<file path="config.mk">
export PLATFORM = sky130hd
export DESIGN_NAME = relu_tile_packer_flat
export DESIGN_NICKNAME = d
export VERILOG_FILES = /design/src/rtl/relu_tile_packer_if.sv /design/src/rtl/relu_tile_packer.sv /design/src/flat_wrapper.sv
export SDC_FILE = /design/constraint.sdc
export NUM_CORES = 1
export LEC_CHECK = 0
export CORE_MARGIN = 2
export CORE_UTILIZATION = 50
export DETAILED_ROUTE_END_ITERATION = 8
export GPL_TIMING_DRIVEN = 0
export PLACE_DENSITY_LB_ADDON = 0.08
export SETUP_SLACK_MARGIN = 0.2
export SLEW_MARGIN = 20
export SYNTH_ARGS = -nofsm -noshare
export SYNTH_HDL_FRONTEND = slang
export SYNTH_SLANG_ARGS = --single-unit
</file>
<file path="constraint.sdc">
create_clock -name clk -period 8.1 [get_ports clk]
set_input_delay 1.62 -clock clk [delete_from_list [all_inputs] [get_ports clk]]
set_output_delay 1.62 -clock clk [all_outputs]
set_load 0.005 [all_outputs]
</file>
<file path="src/rtl/relu_tile_packer_if.sv">
// Stream-in / pool-out bundle for relu_tile_packer. The slave modport is the
// packer's view; the master modport is the producer/pool side.
interface relu_tile_packer_if;
    logic         in_valid;
    logic         in_ready;
    logic [7:0]   in_data;
    logic         pool_start;
    logic [127:0] pool_in_flat;
    logic         pool_done;
    logic         busy;
    logic [15:0]  tile_count;

    modport master (
        output in_valid, in_data, pool_done,
        input  in_ready, pool_start, pool_in_flat, busy, tile_count
    );

    modport slave (
        input  in_valid, in_data, pool_done,
        output in_ready, pool_start, pool_in_flat, busy, tile_count
    );
endinterface

</file>
<file path="src/rtl/relu_tile_packer.sv">
// ReLU + 4x4 tile packer feeding max_pool_2x2: two ping-pong banks fill from an
// 8-bit stream while a three-state issuer hands full banks to the pool.
module relu_tile_packer #(
    parameter int RELU_EN = 1
) (
    input  logic               clk,
    input  logic               reset,
    relu_tile_packer_if.slave  bus
);

    typedef enum logic [1:0] {
        IDLE  = 2'd0,
        START = 2'd1,
        WAIT  = 2'd2
    } state_t;

    state_t       state_r;
    state_t       state_s;
    logic [127:0] bank_r [2];
    logic [1:0]   full_r;
    logic         wr_bank_r;
    logic         rd_bank_r;
    logic [3:0]   wr_idx_r;
    logic         done_q_r;
    logic [15:0]  tile_count_r;
    logic         accept_s;
    logic         last_beat_s;
    logic         release_s;

    function automatic logic [7:0] relu8(input logic [7:0] d, input logic en);
        logic [7:0] r;
        if (en && d[7]) begin
            r = 8'h00;
        end else begin
            r = d;
        end
        return r;
    endfunction

    assign accept_s    = bus.in_valid && bus.in_ready;
    assign last_beat_s = (wr_idx_r == 4'd15);

    // Issue FSM next-state; release fires only on a rising pool_done while waiting.
    always_comb begin
        state_s   = state_r;
        release_s = 1'b0;
        case (state_r)
            IDLE: begin
                if (full_r[rd_bank_r]) begin
                    state_s = START;
                end else begin
                    state_s = IDLE;
                end
            end
            START: begin
                state_s = WAIT;
            end
            WAIT: begin
                if (bus.pool_done && !done_q_r) begin
                    state_s   = IDLE;
                    release_s = 1'b1;
                end else begin
                    state_s = WAIT;
                end
            end
            default: begin
                state_s = IDLE;
            end
        endcase
    end

    // Issue FSM state register and pool_done edge-detect history.
    always_ff @(posedge clk or posedge reset) begin
        if (reset) begin
            state_r  <= IDLE;
            done_q_r <= 1'b0;
        end else begin
            state_r  <= state_s;
            done_q_r <= bus.pool_done;
        end
    end

    // Bank fill, full flags and bank pointers; a release and a final beat always
    // target different banks, so both updates may land in the same cycle.
    always_ff @(posedge clk or posedge reset) begin
        if (reset) begin
            bank_r[0]    <= '0;
            bank_r[1]    <= '0;
            full_r       <= 2'b00;
            wr_bank_r    <= 1'b0;
            rd_bank_r    <= 1'b0;
            wr_idx_r     <= 4'd0;
            tile_count_r <= 16'd0;
        end else begin
            if (accept_s) begin
                bank_r[wr_bank_r][{wr_idx_r, 3'b000} +: 8] <= relu8(bus.in_data, RELU_EN != 0);
                wr_idx_r <= wr_idx_r + 4'd1;
                if (last_beat_s) begin
                    full_r[wr_bank_r] <= 1'b1;
                    wr_bank_r         <= ~wr_bank_r;
                    wr_idx_r          <= 4'd0;
                end
            end
            if (release_s) begin
                full_r[rd_bank_r] <= 1'b0;
                rd_bank_r         <= ~rd_bank_r;
                tile_count_r      <= tile_count_r + 16'd1;
            end
        end
    end

    assign bus.in_ready     = ~full_r[wr_bank_r];
    assign bus.pool_start   = (state_r == START);
    assign bus.pool_in_flat = bank_r[rd_bank_r];
    assign bus.busy         = full_r[0] | full_r[1] | (state_r != IDLE);
    assign bus.tile_count   = tile_count_r;

endmodule

</file>
<file path="src/flat_wrapper.sv">
// flat-port wrapper written by rule: the top's interface ports become plain ports
module relu_tile_packer_flat 
#(
    parameter int RELU_EN = 1
)
  (clk, reset, bus_in_valid, bus_in_data, bus_pool_done, bus_in_ready, bus_pool_start, bus_pool_in_flat, bus_busy, bus_tile_count);
  relu_tile_packer_if bus_i ();
  input  logic clk;
  input  logic reset;
  input wire logic [$bits(bus_i.in_valid)-1:0] bus_in_valid;
  input wire logic [$bits(bus_i.in_data)-1:0] bus_in_data;
  input wire logic [$bits(bus_i.pool_done)-1:0] bus_pool_done;
  output wire logic [$bits(bus_i.in_ready)-1:0] bus_in_ready;
  output wire logic [$bits(bus_i.pool_start)-1:0] bus_pool_start;
  output wire logic [$bits(bus_i.pool_in_flat)-1:0] bus_pool_in_flat;
  output wire logic [$bits(bus_i.busy)-1:0] bus_busy;
  output wire logic [$bits(bus_i.tile_count)-1:0] bus_tile_count;
  assign bus_i.in_valid = bus_in_valid;
  assign bus_i.in_data = bus_in_data;
  assign bus_i.pool_done = bus_pool_done;
  assign bus_in_ready = bus_i.in_ready;
  assign bus_pool_start = bus_i.pool_start;
  assign bus_pool_in_flat = bus_i.pool_in_flat;
  assign bus_busy = bus_i.busy;
  assign bus_tile_count = bus_i.tile_count;
  relu_tile_packer #(.RELU_EN(RELU_EN)) u_core (.clk(clk), .reset(reset), .bus(bus_i));
endmodule
</file>
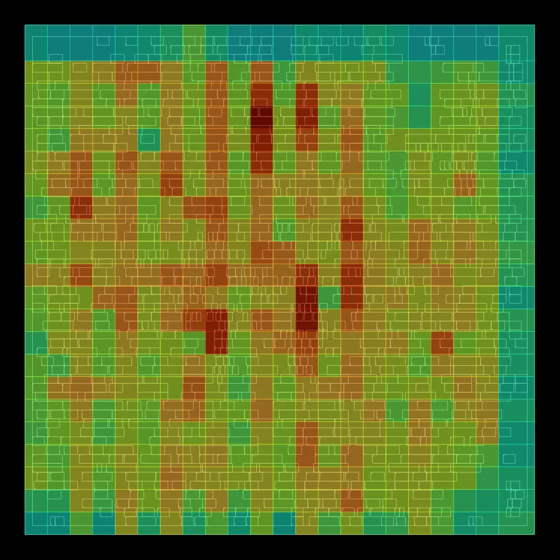
*Congestion heat map, run 1*
layer carrying the most global-route usage: met2
met2 layer usage reported by global route: 35.7%
core occupancy in the finished layout: 63.7%
all-layer global routing usage: 22.1%

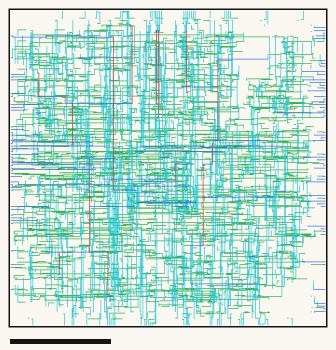
*Metal layers overlaid, run 1*
Scale bar: 50 um.
Key: met3 = blue [wire length 1300 um]; met1 = green [wire length 12000 um]; met4 = red [wire length 435 um]; met2 = cyan [wire length 12200 um]

==> run notes, run 1 <==
The synthesis and PnR run went through. Setup repair after global routing left no endpoint under its margin. Looking at the group totals, the largest power group turns out to be registers. Among the non-sequential cells, multiplexers take the most area. The register with the most flip-flops in the layout has 224 of them. CTS sink count landed at 251. The final timing report gives a worst setup slack of 3170 ps.

The number of antenna violations at the first check in global routing came to 0. The run finished with clean final reports. TritonRoute reported its final design rule violation total as 0. Top-level I/O count landed at 159. Number of max-capacitance violations reported landed at 0. The cell family contributing the most delay on the critical path is buffers and inverters.

Clock network power landed at 1.18 mW. The worst setup path is launched from a flip-flop. Post-synthesis cell count from yosys landed at 828. Clock skew after layout landed at 10.9 ps. Port buffer count landed at 142. In this run the post-CTS setup repair buffer count came out at 0. The synthesized netlist devotes 1.74% of its cell area to compound gates. Dividing the final minimum period by the clock period gives 60.9%.

Area share of xor/xnor cells in the synthesized design landed at 1.37%. According to the finish report, the design has a final net count of 1040. The cell sequence reported for the critical path is clkbuf_1 -> clkbuf_1 -> clkbuf_1 -> mux2_2 -> clkdlybuf4s50_1. Number of violations reported at the end of detailed-routing iteration 0 landed at 250. Sequential group share of total power landed at 38.8%. Total half-perimeter wirelength after legalization and detailed placement landed at 18200 um. The timing report notes that buffer and inverter cells on the critical path total 4. Number of antenna repair diodes landed at 0. Number of global-route vias before repair landed at 7428. Worst slew margin relative to its limit landed at 40.5%.

The top cell types in the final layout, fill and taps aside, are sky130_fd_sc_hd__mux2_2, sky130_fd_sc_hd__dfrtp_1, sky130_fd_sc_hd__clkdlybuf4s50_1. Final-report setup violation count landed at 0. Growth of design area from synthesis to finish landed at 25.0%. The first global-routing pass estimated 42000 um of wire. Number of optimization iterations in the first detailed-route pass landed at 4. Hold violation count in the final report landed at 0. The register with the most flip-flops in the final layout is u_core.bank_r. Arrival time at the worst endpoint landed at 3310 ps. Per the post-route antenna check, the number of violating nets is 0.

For reference, the clock transition at the flip-flops on the worst setup and hold paths is 60 ps. The post-synth register bit count is 251. Total CTS buffers landed at 27. Largest incremental delay on the critical path landed at 710 ps.

Number of cells in the design after placement landed at 1279. For reference, the mux area share after synthesis is 33.0%. Mean instance size in the synthesized netlist landed at 13.9 um^2. The timing report gives the worst reg2reg path a setup slack of 5240 ps. The routed design shows a wire length per standard cell of 19.6 um.

The startpoint identified for the worst register-to-register timing path is u_core.wr_idx_r[0]. Power per cell area landed at 319 nW/um^2. Chip height landed at 156 um. Yosys attributes the largest share of cell area to sky130_fd_sc_hd__dfrtp_1, sky130_fd_sc_hd__mux2_2, sky130_fd_sc_hd__clkbuf_1, sky130_fd_sc_hd__buf_4, sky130_fd_sc_hd__xnor2_1. Worst endpoint required time landed at 6480 ps. Number of instances in the synthesized netlist landed at 828.

The synthesis report gives the async set-or-reset register share as 100%. Final-layout fill cell count landed at 1739. Total number of warnings across the stage logs landed at 29. Summing all non-filler instances in the final layout gives an area of 14400 um^2. Share of synthesized area occupied by flip-flops and latches landed at 54.5%. Across all hold checks on the routed design, the worst slack comes to 474 ps.

In the hold timing report, the worst path depth is 1. The power report shows net switching accounting for 29.7% of the total. For the worst flop-to-flop path, the logic depth is 7. Hold buffer count at cts landed at 0. The area fraction of the largest cell type after synthesis is 54.5%. The biggest area contributor in the post-synthesis netlist is sky130_fd_sc_hd__dfrtp_1. Die footprint landed at 24300 um^2. Critical-path maximum fanout landed at 10.
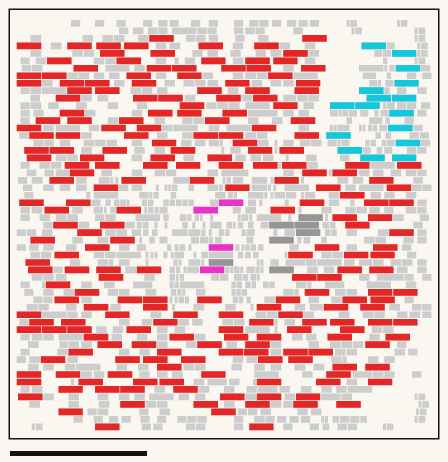
*Sequential cells colored by netlist name, run 1*
Scale bar: 50 um.
Key: u_core.wr_idx_r = magenta [placed flops 4, where center]; u_core.bank_r = red [placed flops 224, where spread over the die]; u_core.bus.tile_count = cyan [placed flops 16, where upper right]
Another 7 sequential cells are not colored.

-- run 1: metal layers --
metal  GRT usage (%)  part of all wire (%)  vias to the layer above
met4            5.24                   1.7                        0
met2            35.7                    47                      163
met1            31.4                    46                     3674
met3            4.00                   5.0                       36
li1                -                     -                     3285
met5               0                     0                        -
-- run 1: layout make-up --
class                           instances  area [um^2]  share of cell area (%)
Clock inverter                         10         78.8                   0.547
Inverter                                3         15.0                   0.104
Tap cell                              285          357                    2.47
Sequential cell                       251         6280                    43.6
Timing Repair Buffer                  151         1620                    11.2
Clock buffer                           36          769                    5.34
Multi-Input combinational cell        520         4960                    34.4
Buffer                                 69          339                    2.35
==> run 2, diff against run 1 <==
Clock period 8.1 ns to 4.28 ns, I/O delays scaled along.
==> run 2 against run 1 <==
Count of clock-buffer cells in the layout unchanged. Highest routed layer unchanged. Wire length about the same. Clock skew decreased by 0.69 ps. Die size unchanged. Largest cell class unchanged. Register-to-register slack got worse by 3800 ps.
==> run notes, run 2 <==
The synthesis and PnR run went through. The cell count after synthesis came out at 828. Summed over all nets, wire length on met3 after detailed routing comes to 1410 um. Overall overflow remaining after global route landed at 0.

Non-clock inverters in the final layout number 3. Count of unresolved DRC violations after routing landed at 0. The startpoint identified for the worst register-to-register timing path is u_core.wr_idx_r[0]. Worst endpoint required time landed at 3420 ps. Among all stages on the critical path, the maximum delay recorded is 510 ps.

Clock period minus worst slack landed at 3880 ps. The cell-mix breakdown from Yosys lists the compound-gate area share as 1.74%. Number of optimization iterations in the first detailed-route pass landed at 4.

Highest attainable clock frequency landed at 258 MHz. The clock net in this run drives a total of 251 sinks. Per the layout area report, the register area comes to 6280 um^2. Total number of sequential cells landed at 251. Arrival time at the worst endpoint landed at 3020 ps. The count of buffers added on input and output ports is 142. Total number of warnings across the stage logs landed at 30. The cell family contributing the most delay on the critical path is buffers and inverters.

Worst reg-to-reg setup slack landed at 1430 ps. The biggest area contributor in the post-synthesis netlist is sky130_fd_sc_hd__dfrtp_1. Walking the critical path from launch to capture passes 5 cell instances.

Among all flip-flop cells after synthesis, the most frequent one is sky130_fd_sc_hd__dfrtp_1. Final non-filler cell area landed at 14400 um^2. On the final layout, the worst hold slack is 474 ps.

For this design, Yosys synthesis ends with a cell count of 828. Per the synth log, the flip-flop and latch total comes to 251. For this run, global-route usage on met1 was measured as 31.4%. The first global-routing pass estimated 42000 um of wire.

Global routing met2 resource utilization landed at 35.7%. According to the tapcell log, the count of inserted taps is 285. Async set or reset register ratio after synthesis landed at 100%. Number of global-route vias before repair landed at 7427. Post-layout total power landed at 8.70 mW. The layout has 36 clock buffers.

520 cells are multi-input combinational gates. The synthesis report lists the most area-consuming cells as sky130_fd_sc_hd__dfrtp_1, sky130_fd_sc_hd__mux2_2, sky130_fd_sc_hd__clkbuf_1, sky130_fd_sc_hd__buf_4, sky130_fd_sc_hd__xnor2_1. In this run the vertical extent of the chip is 156 um. Summing all multi-input logic gate instances after layout gives 4960 um^2. Depth of the worst register-to-register path landed at 7.

Compared with the post-synthesis result, the final layout area differs by 25.0%. By area, the combinational part of the netlist is dominated by multiplexers. Hold violation count in the final report landed at 0. Horizontal die dimension landed at 156 um. The number of antenna violations at the first check in global routing was 0.

Effective utilization at floorplan landed at 50.9%. Detail-routed via count per cell landed at 5.40. The critical path contains buffers and inverters numbering 4 combined. The register with the most flip-flops in the layout has 224 of them. Signal routing reaches up to met4.

Per the detailed placement report, the placed cell area equals 13600 um^2. In the hold timing report, the worst path depth is 1. Post-synth tally of flip-flops with integrated enable landed at 0. Post-CTS setup repair buffer count landed at 0. The worst setup path is of the reg2out kind. The worst hold path terminates at u_core.bus.tile_count[15].

According to the dpl log, the detail-placed design has an HPWL of 18200 um. Final critical-path share of the clock period landed at 90.6%. Post-route core utilization landed at 63.7%. The run finished with clean final reports. Among all cell classes, the greatest summed area belongs to registers. Global routing met3 resource utilization landed at 4.00%. Per the log, the first TritonRoute iteration ended with a DRC count of 244. Global routing used 22.1% of the available tracks across all layers.

Worst slack after detailed placement landed at 658 ps. Area share of xor/xnor cells in the synthesized design landed at 1.37%. Clock skew after layout landed at 10.2 ps.

Counting flops per register, the top entry is u_core.bank_r. Setup repair after global routing left no endpoint under its margin. Number of antenna repair diodes landed at 0. The critical path maximum fanout is 10.

Non-clock buffers make up 13.6% of the layout cell area. After global routing, the most crowded layer is met2. Per STA, the worst path is made up of clkbuf_1 -> clkbuf_1 -> clkbuf_2 -> mux2_2 -> clkdlybuf4s50_1. The stat command in Yosys gives a chip area of 11500 um^2. Hold buffer count at cts landed at 0. After layout, the buffer instance count without clock buffers stands at 220.

Minimum setup slack in the final design landed at 401 ps. Max-cap violations in this run came to 0. Final-layout clock-cell area share landed at 5.88%. Met2 wirelength from detailed routing landed at 12200 um. The registers of the reported paths see a clock transition of 60 ps. Post-route met1 wirelength landed at 11900 um. In the layout the commonest cells are sky130_fd_sc_hd__mux2_2, sky130_fd_sc_hd__dfrtp_1, sky130_fd_sc_hd__clkdlybuf4s50_1. Final-report setup violation count landed at 0. The max-slew check reports its worst relative slack as 41.5%.

Top-level I/O count landed at 159. Yosys synthesis warning count landed at 0. Logic share of the area landed at 34.4%. Sequential share of cell area landed at 43.6%.

Die footprint landed at 24300 um^2. Layout net count landed at 1040. Final-layout fill cell count landed at 1739. Share of synthesized area occupied by flip-flops and latches landed at 54.5%. Mux cell area share after synthesis landed at 33.0%. The top cell type by area accounts for 54.5% of the synthesized area. Final antenna-violating net count landed at 0.

Counting the buffers created by CTS gives 27. Once placement completed, the tool counted placed cells totaling 1279. In this run the clock root is driven by a sky130_fd_sc_hd__clkbuf_16. Power per cell area landed at 603 nW/um^2. Number of core rows landed at 55. The worst setup path is launched from a flip-flop.

In the Yosys stats the netlist draws on 44 distinct library cells. Dividing the synthesized area by the synthesized cell count gives 13.9 um^2.
[run 2: worst max-delay path by stage]
| stage | start | endpoint | slack [ps] |
|---|---|---|---|
| 2_1_floorplan | reset | u_core.bank_r[0] | 120 |
| 3_5_place_dp | u_core.rd_bank_r | bus_pool_in_flat[114] | 660 |
| 6_report | u_core.rd_bank_r | bus_pool_in_flat[109] | 400 |
| 3_3_place_gp | reset | u_core.bank_r[171] | -1780 |
| 4_1_cts | u_core.rd_bank_r | bus_pool_in_flat[114] | 350 |
| 5_1_grt | u_core.rd_bank_r | bus_pool_in_flat[109] | 250 |
[run 2: power by group]
group	internal (mW)	switching (mW)
combinational	1.79	1.31
clock	1.31	0.918
sequential	3.02	0.356
total	6.12	2.58
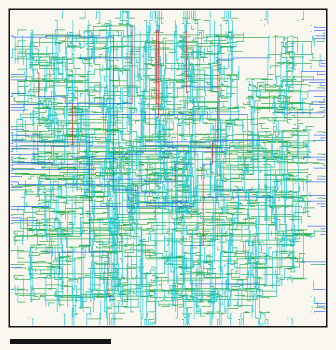
*Metal layers overlaid, run 2*
Scale bar: 50 um.
via count: 7161
wire length per cell after detailed routing: 19.6 um
total wirelength of the detailed-routed design: 26000 um

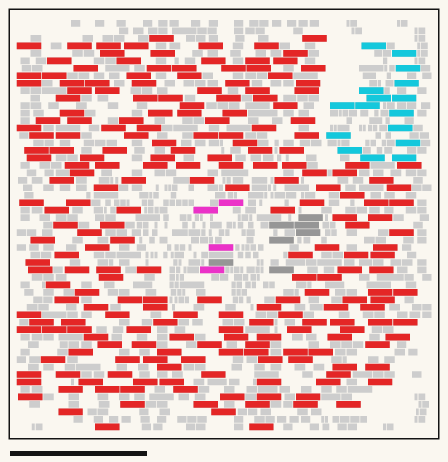
*Sequential cells colored by netlist name, run 2*
Scale bar: 50 um.
Key: u_core.bank_r = red [placed flops 224, where spread over the die]; u_core.bus.tile_count = cyan [placed flops 16, where upper right]; u_core.wr_idx_r = magenta [placed flops 4, where center]

No activity file was given, so power comes from the tool's default toggle rates.
